`src/rtl/alu_pkg.sv`:
```
// Shared encodings for the execute stage: main-control ALUop codes, R-type funct codes,
// and the 3-bit ALU operation codes driven onto alu_ctrl.
package alu_pkg;

    localparam logic [2:0] ALUOP_MEM   = 3'b000;
    localparam logic [2:0] ALUOP_BEQ   = 3'b001;
    localparam logic [2:0] ALUOP_RTYPE = 3'b010;
    localparam logic [2:0] ALUOP_AND   = 3'b011;
    localparam logic [2:0] ALUOP_OR    = 3'b100;
    localparam logic [2:0] ALUOP_SLT   = 3'b101;

    localparam logic [5:0] FUNCT_ADD = 6'b100000;
    localparam logic [5:0] FUNCT_SUB = 6'b100010;
    localparam logic [5:0] FUNCT_AND = 6'b100100;
    localparam logic [5:0] FUNCT_OR  = 6'b100101;
    localparam logic [5:0] FUNCT_NOR = 6'b100111;
    localparam logic [5:0] FUNCT_SLT = 6'b101010;

    localparam logic [2:0] CTRL_AND = 3'b000;
    localparam logic [2:0] CTRL_OR  = 3'b001;
    localparam logic [2:0] CTRL_ADD = 3'b010;
    localparam logic [2:0] CTRL_NOR = 3'b100;
    localparam logic [2:0] CTRL_SUB = 3'b110;
    localparam logic [2:0] CTRL_SLT = 3'b111;

endpackage

```
`src/rtl/alu_ctrl_dec.sv`:
```
// ALU control decoder: maps ALUop (and funct for R-type) to the ALU operation code.
// Latency: purely combinational, zero cycles.
// Backpressure: none; output follows inputs continuously.
module alu_ctrl_dec
    import alu_pkg::*;
(
    input  logic [2:0] alu_op,
    input  logic [5:0] funct,
    output logic [2:0] ctrl
);

    always_comb begin
        ctrl = CTRL_ADD;
        case (alu_op)
            ALUOP_MEM: ctrl = CTRL_ADD;
            ALUOP_BEQ: ctrl = CTRL_SUB;
            ALUOP_AND: ctrl = CTRL_AND;
            ALUOP_OR:  ctrl = CTRL_OR;
            ALUOP_SLT: ctrl = CTRL_SLT;
            ALUOP_RTYPE: begin
                case (funct)
                    FUNCT_ADD: ctrl = CTRL_ADD;
                    FUNCT_SUB: ctrl = CTRL_SUB;
                    FUNCT_AND: ctrl = CTRL_AND;
                    FUNCT_OR:  ctrl = CTRL_OR;
                    FUNCT_NOR: ctrl = CTRL_NOR;
                    FUNCT_SLT: ctrl = CTRL_SLT;
                    default:   ctrl = CTRL_ADD;
                endcase
            end
            // 110/111 fall back to ADD
            default: ctrl = CTRL_ADD;
        endcase
    end

endmodule

```
`src/rtl/alu_exec_unit.sv`:
```
// Execute-stage ALU, ALU control decode and branch-target adder with registered outputs.
// Latency: one cycle from operands to alu_ctrl/alu_result/zero/add_sum.
// Backpressure: none; new operands are accepted every cycle.
module alu_exec_unit
    import alu_pkg::*;
#(
    parameter int WIDTH = 32
) (
    input  logic             clk,
    input  logic             reset,
    input  logic [2:0]       alu_op,
    input  logic [5:0]       funct,
    input  logic [WIDTH-1:0] alu_a,
    input  logic [WIDTH-1:0] alu_b,
    input  logic [WIDTH-1:0] add_a,
    input  logic [WIDTH-1:0] add_b,
    output logic [2:0]       alu_ctrl,
    output logic [WIDTH-1:0] alu_result,
    output logic             zero,
    output logic [WIDTH-1:0] add_sum
);

    logic [2:0]       ctrl_nxt;
    logic [WIDTH-1:0] result_nxt;
    logic             a_lt_b;

    alu_ctrl_dec u_dec (
        .alu_op (alu_op),
        .funct  (funct),
        .ctrl   (ctrl_nxt)
    );

    assign a_lt_b = $signed(alu_a) < $signed(alu_b);

    // The datapath uses this cycle's decode so result and alu_ctrl register together.
    always_comb begin
        result_nxt = '0;
        case (ctrl_nxt)
            CTRL_AND: result_nxt = alu_a & alu_b;
            CTRL_OR:  result_nxt = alu_a | alu_b;
            CTRL_ADD: result_nxt = alu_a + alu_b;
            CTRL_SUB: result_nxt = alu_a - alu_b;
            CTRL_NOR: result_nxt = ~(alu_a | alu_b);
            CTRL_SLT: result_nxt = {{(WIDTH-1){1'b0}}, a_lt_b};
            default:  result_nxt = '0;
        endcase
    end

    always_ff @(posedge clk or posedge reset) begin
        if (reset) begin
            alu_ctrl   <= '0;
            alu_result <= '0;
            zero       <= 1'b0;
            add_sum    <= '0;
        end else begin
            alu_ctrl   <= ctrl_nxt;
            alu_result <= result_nxt;
            zero       <= (result_nxt == '0);
            add_sum    <= add_a + add_b;
        end
    end

endmodule

```
`config.mk`:
```
export PLATFORM = sky130hd
export DESIGN_NAME = alu_exec_unit
export DESIGN_NICKNAME = d
export VERILOG_FILES = /design/src/rtl/alu_pkg.sv /design/src/rtl/alu_ctrl_dec.sv /design/src/rtl/alu_exec_unit.sv
export SDC_FILE = /design/constraint.sdc
export NUM_CORES = 1
export LEC_CHECK = 0
export ABC_AREA = 1
export CORE_ASPECT_RATIO = 1.25
export CORE_MARGIN = 2
export CORE_UTILIZATION = 40
export DETAILED_ROUTE_END_ITERATION = 10
export GPL_TIMING_DRIVEN = 0
export MAX_ROUTING_LAYER = met4
export PLACE_DENSITY = 0.67
export SETUP_SLACK_MARGIN = 0.05
export SYNTH_ARGS = -nofsm -noshare
export SYNTH_HDL_FRONTEND = slang
export SYNTH_SLANG_ARGS = --single-unit
```
`constraint.sdc`:
```
create_clock -name clk -period 2.45 [get_ports clk]
set_clock_uncertainty 0.05 [all_clocks]
set_input_delay 0.6125 -clock clk [delete_from_list [all_inputs] [get_ports clk]]
set_output_delay 0.6125 -clock clk [all_outputs]
set_load 0.01 [all_outputs]
```
==> images/final_congestion.png <==
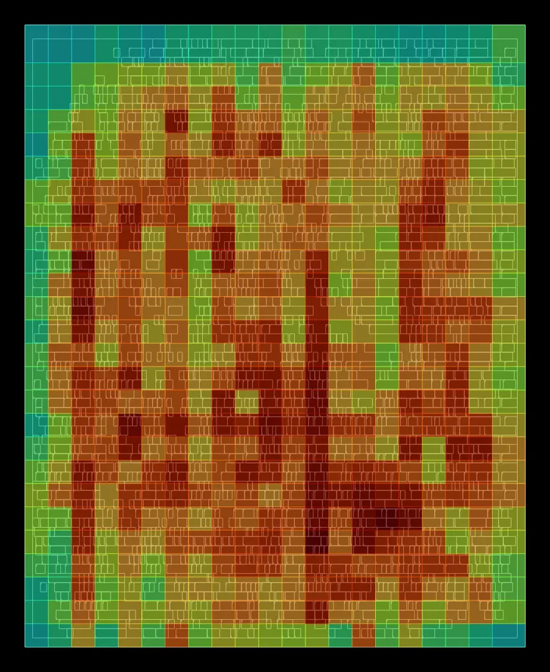
Tot GR Track Use: 34.27%
GRT Max-Usage Layer: met2

==> images/clock_map.png <==
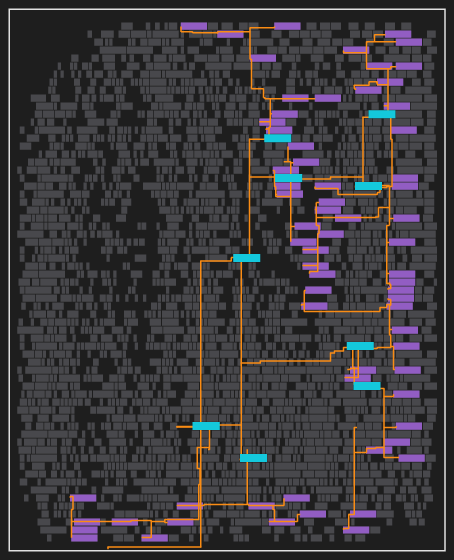
purple -> flip-flops  # count 68
cyan -> cells driving clock nets  # count 9
orange -> clock wires  # length 1,210 um
routed clock nets = 10
Clk power: 1.23 mW
Clock power frac: 16.8%

==> images/met1.png <==
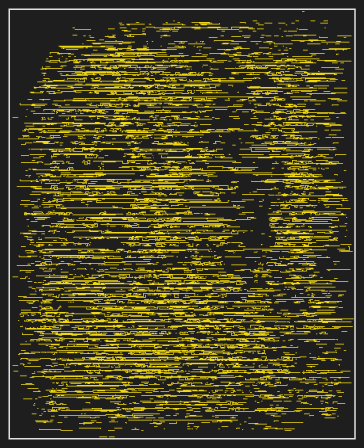
main direction = horizontal
longest straight run = 47.4 um
wire length on this layer = 17,600 um

==> images/port_nets.png <==
Scale bar: 50 um.
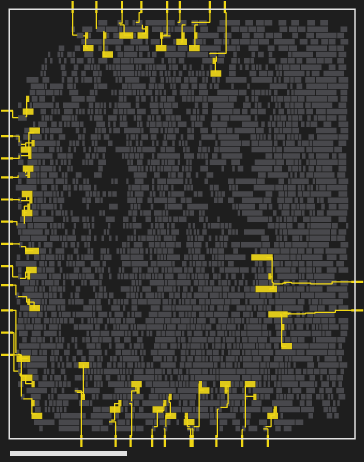
yellow -> `alu_b`  # direction input, end cells 66, buffers 32, wire 711 um

==> out/results.ini <==
[run_status]
status = finished, violations left
failed_checks = setup timing

[clock_network]
cts.clk_slew.worst_paths_ps = 60
cts.sink_count = 68
cts.htree.levels = 3
cts_tree = done
root_buffer = clkbuf_16
postCtsHoldBufs = 0
clk_path_buf_depth = 2
cts_made_buffers = 9

[final_layout]
layout.nets = 2507
synthToLayoutAreaGrowth_pct = 75.57
final_cells = 2578
layout_top_cell = nand2_1
nFillCells = 2020
drive_gt1_share_pct = 42.33
lay_top_cells = nand2_1 (375), inv_1 (238), buf_4 (197)
fin_area_um2 = 18130

[routing]
wl_met1_um = 17560
drt_drc_violations_left = 0
detail_route.vias_per_cell = 5.239
dr_wl_met2_um = 24830
dr.pass1.iters = 5
drtIter0Drc = 905
routed_wl_um = 48260
detail_route.wl_per_cell_um = 18.72
met3_wirelength_um = 3350
dr_total_vias = 13510
routed.top_layer = met4
ant_nets = 0

[logic_synthesis]
synth_cells = 1807
yosysWarnings = 0
synth_seq_share_pct = 16.47
fp_nets = 2076
ys_cells = 1807
netlist_area_um2 = 10330
synth_cell_types = 43
topCellsByArea = nand2_1 (20%), dfrtp_1 (16%), ha_1 (15%)
avgSynthCellArea_um2 = 5.716
top_area_share_pct = 20.28
ys_chip_area_um2 = 10330
largest_area_cell = nand2_1
synth-seq-cells = 68

[final_timing]
slew_headroom_pct = 41.21
maxSlewViolCount = 0
timing.hold.ws_ps = 454.1
fin_setup_tns_ps = -192.6
finalCritPeriodShare_pct = 105.0
fin_ws_ps = -123.6
setup_violations = 2
finalHoldViolations = 0
rsz0062_at_grt = true
fin_crit_ps = 2574
tightest_slew_ps = 881.8
fmax_ghz = 0.3886

[floorplan]
die_x_um = 147.7
dieArea_um2 = 27130
num_io_pins = 207
core-area_um2 = 25290
die_h_um = 183.7
rows = 65
initial_utilization_pct = 40.84

[pwr]
p_per_area_nw_per_um2 = 404.6
p_sw_mw = 3.193
leakage_nw = 9.339
switching_share_pct = 43.52
internal-power_mw = 4.144
p_seq_share_pct = 19.1
p_comb_share_pct = 64.2
peakVddDrop_v = 0.0003005

[placed_design]
port_buffers = 206
placed_cell_area_um2 = 12880
dp.cells = 2348
hpwl_um = 33990
gp_congestion = 1.003

[min_path]
hp-start = add_b[0]
hold_class = input pin to flop
hold_depth = 2
hold_path_end = add_sum[0]$_DFF_PP0_

[grt]
grt_pass1_wl_um = 69680
grt_start_max_net_pins = 69
antenna_found_initial = 1
grt_pass1_vias = 13090
overflow = 0

[worst_setup_path]
crit_fanout = 3
crit_required_ps = 2690
critPathKind = input pin to flop
endpoint_kind = flop
cp-start-kind = input pin
worstPathArrival_ps = 2810

[run]
warnings = 95
cap_violations = 0

-- cells in the mapped netlist (all sizes together) --
master	n
xor2	37
o21a	2
dfrtp	68
a21o	4
nand2	564
o21bai	11
buf	36
o22ai	1
a31oi	3
and2	4
nor2	231
nor4	3
and3	1
xnor2	14
a211oi	1
nand4	17
ha	127
nand3b	2
o21ai	43
o211ai	5
fa	3
o31ai	1
a221oi	1
clkbuf	2
a21boi	2
inv	362
a21oi	80
nor3b	1
nor3	18
or2	3
nand3	160
-- per-layer routing --
layer | up-vias | track usage [%]
li1 | 6400 | -
met4 | 0 | 16.31
met5 | - | -
met3 | 145 | 3.697
met1 | 6350 | 37.57
met2 | 611 | 61.86
-- stage by stage --
step | utilization (%) | power, mW | worst slack (ps)
2_1_floorplan | - | 3.083 | 39.68
3_3_place_gp | 50.88 | 4.394 | -1330
3_5_place_dp | 50.91 | 4.408 | -1350
4_1_cts | 66.68 | 6.744 | -55.37
5_1_grt | 71.69 | 7.701 | -296.3
6_report | 71.69 | 7.337 | -123.6
-- critical path, stage by stage --
cell and delay, ps:
buf_8 100, clkinv_4 50, ha_4 140, inv_6 30
fa_2 390, nand2_2 90, nand2_4 70, nand4_1 100
nand2_2 110, buf_4 150, nand2_2 80, buf_4 110
nand4_1 110, nand3_2 90, nand3_2 100, nor2_2 120
nand2_1 60, nor2_2 140, nand2_1 60, nor2_1 90
-- worst max-delay path by stage --
stage	from	to
floorplan	alu_a[0]	zero$_DFF_PP0_
global placement	alu_a[1]	zero$_DFF_PP0_
detailed placement	alu_a[1]	zero$_DFF_PP0_
CTS	alu_b[2]	zero$_DFF_PP0_
global route	alu_a[0]	zero$_DFF_PP0_
finish	alu_a[0]	zero$_DFF_PP0_
-- sequential cells by signal (all words and copies together) (netlist names) --
| signal | cells |
|---|---|
| add_sum | 32 |
| alu_ctrl | 3 |
| alu_result | 32 |
| zero | 1 |
-- cells by family (layout without fill, tap and decap cells) --
group / after synthesis / after routing / synth area share (%)
other cells: 0 / 1 / 0
xor+xnor: 51 / 51 / 4.325
flops: 68 / 68 / 16.47
fa+ha+maj: 130 / 130 / 15.97
simple gates: 1004 / 1004 / 39.96
buf+inv: 400 / 835 / 15.06
compound gates: 154 / 154 / 8.213
-- power by group through the flow --
stage               combinational [mW]  clock (mW)  sequential, mW
floorplan                         1.55           0            1.53
global placement                  2.99           0            1.41
detailed placement                2.99           0            1.41
CTS                               4.12        1.23            1.39
global route                      5.00        1.29            1.42
finish                            4.71        1.23            1.40
-- timing repair --
item	CTS	global route
pin swaps	238	237
endpoints found under the hold margin	0	0
setup endpoints to repair	51	21
gates cloned	2	1
resized	896	337
buffers inserted	168	52
-- final cells by class --
| class | instances | area, um2 | area share [%] |
|---|---|---|---|
| multi-input combinational | 1339 | 10140 | 55.92 |
| timing repair buffer | 428 | 3701 | 20.41 |
| sequential | 68 | 1702 | 9.384 |
| inverter | 362 | 1418 | 7.818 |
| buffer | 30 | 484.2 | 2.670 |
| tap | 335 | 419.2 | 2.311 |
| clock buffer | 9 | 225.2 | 1.242 |
| clock inverter | 6 | 41.29 | 0.2277 |
| antenna | 1 | 2.502 | 0.01380 |
No activity file was given, so power comes from the tool's default toggle rates.
